### src/rtl/pipe_hazard_ctrl.sv
// Stall/flush sequencer for the F/D/E/M/W pipeline registers: load-use, ERET/EPC
// and mult/div hazards, with exceptions taken at M overriding every stall.
module pipe_hazard_ctrl #(
  parameter int MULT_CYC = 5,
  parameter int DIV_CYC  = 10
) (
  input  logic       clk,
  input  logic       reset,
  input  logic       d_use_rs,
  input  logic       d_use_rt,
  input  logic [4:0] d_rs,
  input  logic [4:0] d_rt,
  input  logic       e_load,
  input  logic [4:0] e_wa,
  input  logic       d_md,
  input  logic       e_md_start,
  input  logic       e_md_div,
  input  logic       d_eret,
  input  logic       e_mtc0_epc,
  input  logic       m_mtc0_epc,
  input  logic       exc_m,
  output logic       stall_f,
  output logic       stall_d,
  output logic       flush_e,
  output logic       flush_all,
  output logic       eret_go,
  output logic       md_busy
);

  localparam int MAX_CYC = (MULT_CYC > DIV_CYC) ? MULT_CYC : DIV_CYC;
  localparam int CW      = $clog2(MAX_CYC + 1);

  localparam logic [CW-1:0] MULT_LOAD = CW'(MULT_CYC);
  localparam logic [CW-1:0] DIV_LOAD  = CW'(DIV_CYC);
  localparam logic [CW-1:0] CNT_ONE   = CW'(1);

  localparam logic [0:0] RUN     = 1'b0;
  localparam logic [0:0] MD_WAIT = 1'b1;

  logic [0:0]    state;
  logic [CW-1:0] md_count;
  logic          start_ok;
  logic          haz_lu;
  logic          haz_md;
  logic          haz_epc;
  logic          stall;

  // A start squashed by an exception at M never reaches the unit.
  assign start_ok = e_md_start & ~exc_m;

  // An op already running keeps counting through exceptions so it completes.
  always_ff @(posedge clk) begin
    if (reset) begin
      state    <= RUN;
      md_count <= '0;
    end else begin
      if (start_ok) begin
        md_count <= e_md_div ? DIV_LOAD : MULT_LOAD;
        state    <= MD_WAIT;
      end else if (md_count != '0) begin
        md_count <= md_count - CNT_ONE;
        if (md_count == CNT_ONE) begin
          state <= RUN;
        end
      end
    end
  end

  assign md_busy = (state == MD_WAIT) && (md_count != '0);

  assign haz_lu  = e_load && (e_wa != 5'd0) &&
                   ((d_use_rs && (d_rs == e_wa)) || (d_use_rt && (d_rt == e_wa)));
  assign haz_md  = d_md & (md_busy | e_md_start);
  assign haz_epc = d_eret & (e_mtc0_epc | m_mtc0_epc);
  assign stall   = haz_lu | haz_md | haz_epc;

  always_comb begin
    stall_f   = 1'b0;
    stall_d   = 1'b0;
    flush_e   = 1'b0;
    flush_all = 1'b0;
    eret_go   = 1'b0;
    if (exc_m) begin
      flush_all = 1'b1;
    end else if (stall) begin
      stall_f = 1'b1;
      stall_d = 1'b1;
      flush_e = 1'b1;
    end else if (d_eret) begin
      eret_go = 1'b1;
    end
  end

endmodule

### config.mk
export PLATFORM = sky130hd
export DESIGN_NAME = pipe_hazard_ctrl
export DESIGN_NICKNAME = d
export VERILOG_FILES = /design/src/rtl/pipe_hazard_ctrl.sv
export SDC_FILE = /design/constraint.sdc
export NUM_CORES = 1
export LEC_CHECK = 0
export CAP_MARGIN = 20
export CORE_MARGIN = 1.5
export CORE_UTILIZATION = 36
export DETAILED_ROUTE_END_ITERATION = 16
export PLACE_DENSITY = 0.89
export SYNTH_ARGS = -nofsm -noshare
export SYNTH_HDL_FRONTEND = slang
export SYNTH_SLANG_ARGS = --single-unit
### constraint.sdc
create_clock -name clk -period 3.4 [get_ports clk]
set_input_delay 0.68 -clock clk [delete_from_list [all_inputs] [get_ports clk]]
set_output_delay 0.68 -clock clk [all_outputs]
set_load 0.01 [all_outputs]
==> images/wires.png <==
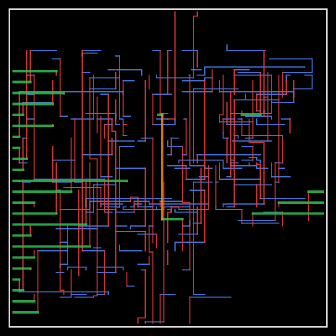
[green] metal 3 | wire length: 111 um
[orange] metal 4 | wire length: 12.9 um
[red] metal 2 | wire length: 693 um
[blue] metal 1 | wire length: 475 um

==> images/layer_met2.png <==
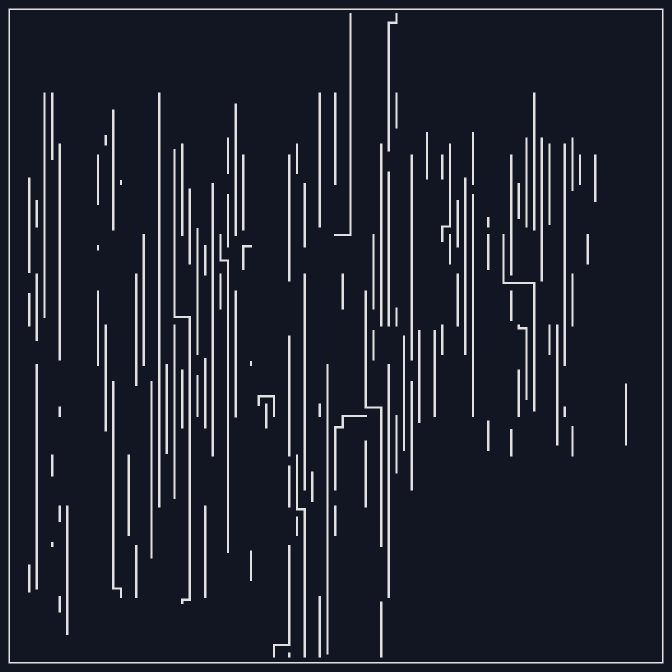
main direction: vertical
longest straight run: 24.8 um

==> impl_metrics.env <==
# yosys + openroad results
export IMPL_netlist_top_cell_by_instances="xnor2_1"
export IMPL_clkCellAreaFrac_pct=3.13
export IMPL_stdcell_area_um2=841
export IMPL_grt_max_degree=7
export IMPL_ys_area_um2=472
export IMPL_top_layer_used="met4"
export IMPL_ant_nets=0
export IMPL_syn_area_um2=472
export IMPL_fillers=93
export IMPL_sh_seq_area_pct=11.9
export IMPL_lay_top_cells="clkdlybuf4s50_1, xnor2_1, inv_1, dfxtp_1"
export IMPL_fp_nets=90
export IMPL_synth_area_top_cells="dfxtp_1, xnor2_1, ha_1"
export IMPL_post_dp_cell_area_um2=812
export IMPL_clock_sinks=5
export IMPL_vias=553
export IMPL_critPathCaptureType="output pin"
export IMPL_reg_top3="md_count (4), state (1)"
export IMPL_synth_xor_area_share_pct=22.3
export IMPL_critPathKind="input port to output pin"
export IMPL_tns_ns=0
export IMPL_ys_flop_type="dfxtp_1"
export IMPL_logic_area_um2=322
export IMPL_overflow=0
export IMPL_grt_pass1_wl_mm=2.06
export IMPL_area_growth_pct=78.2
export IMPL_skew_ns=0.00350
export IMPL_hold_violations=0
export IMPL_mux_share_pct=0
export IMPL_fin_crit_ns=3.22
export IMPL_n_tap_cell=14
export IMPL_wl_met2_um=692
export IMPL_total_power_mw=0.327
export IMPL_cts_setup_buffers=0
export IMPL_first_iter_violations=11
export IMPL_flop_area_um2=100
export IMPL_async_reset_ff_share_pct=0
export IMPL_clk_latency_ns=0.24
export IMPL_ioPinCount=33
export IMPL_fin_cells=111
export IMPL_cp_buffers_inverters=2
export IMPL_fin_ws_ns=0.176
export IMPL_crit_path_max_incr_delay_ns=0.53
export IMPL_initial_core_util_pct=40.8
export IMPL_place_port_buffers=32
export IMPL_lay_top_count="clkdlybuf4s50_1"
export IMPL_sh_comb_area_pct=38.2
export IMPL_aoi_share_pct=20.2
export IMPL_cpMostUsedCell="clkdlybuf4s50_1"
export IMPL_status="complete, no violations"
export IMPL_switching_share_pct=34.7
export IMPL_drv_slew=0
export IMPL_r2r_end="md_count[0]$_SDFFE_PP0P_"
export IMPL_comb_cells=46
export IMPL_min_to="state$_SDFFE_PP0P_"
export IMPL_yosysWarnings=0
export IMPL_tightest_slew_ns=0.306
export IMPL_fmax_mhz=310
export IMPL_core_area_mm2=0.00116
export IMPL_seqPwrFrac_pct=26.7
export IMPL_maxSlewHeadroom_pct=79.3
export IMPL_gp_congestion=0.747
export IMPL_r2r_start="md_count[0]$_SDFFE_PP0P_"
export IMPL_netlist_cell_type_count=27
export IMPL_cts_max_path_buffers=2
export IMPL_fp_dieH_um=39.2
export IMPL_holdBufCountCts=0
export IMPL_finalNetCount=127
export IMPL_worstPathArrival_ns=2.54
export IMPL_clockRootBuffer="clkbuf_4"
export IMPL_synthTopCellsByCount="xnor2_1, inv_1, dfxtp_1"
export IMPL_clk_pin_slew_ns=0.04
==> images/congestion.png <==
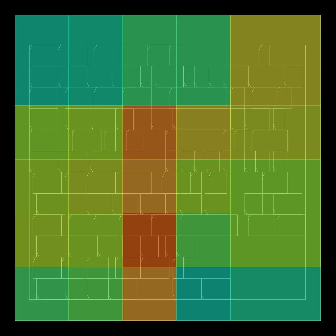
Top Usage Layer GRT: met2
GRT Util Overall: 20.7%
met3 GRT Util: 8.09%
met2 usage: 39.2%
grt met1 use: 18.6%

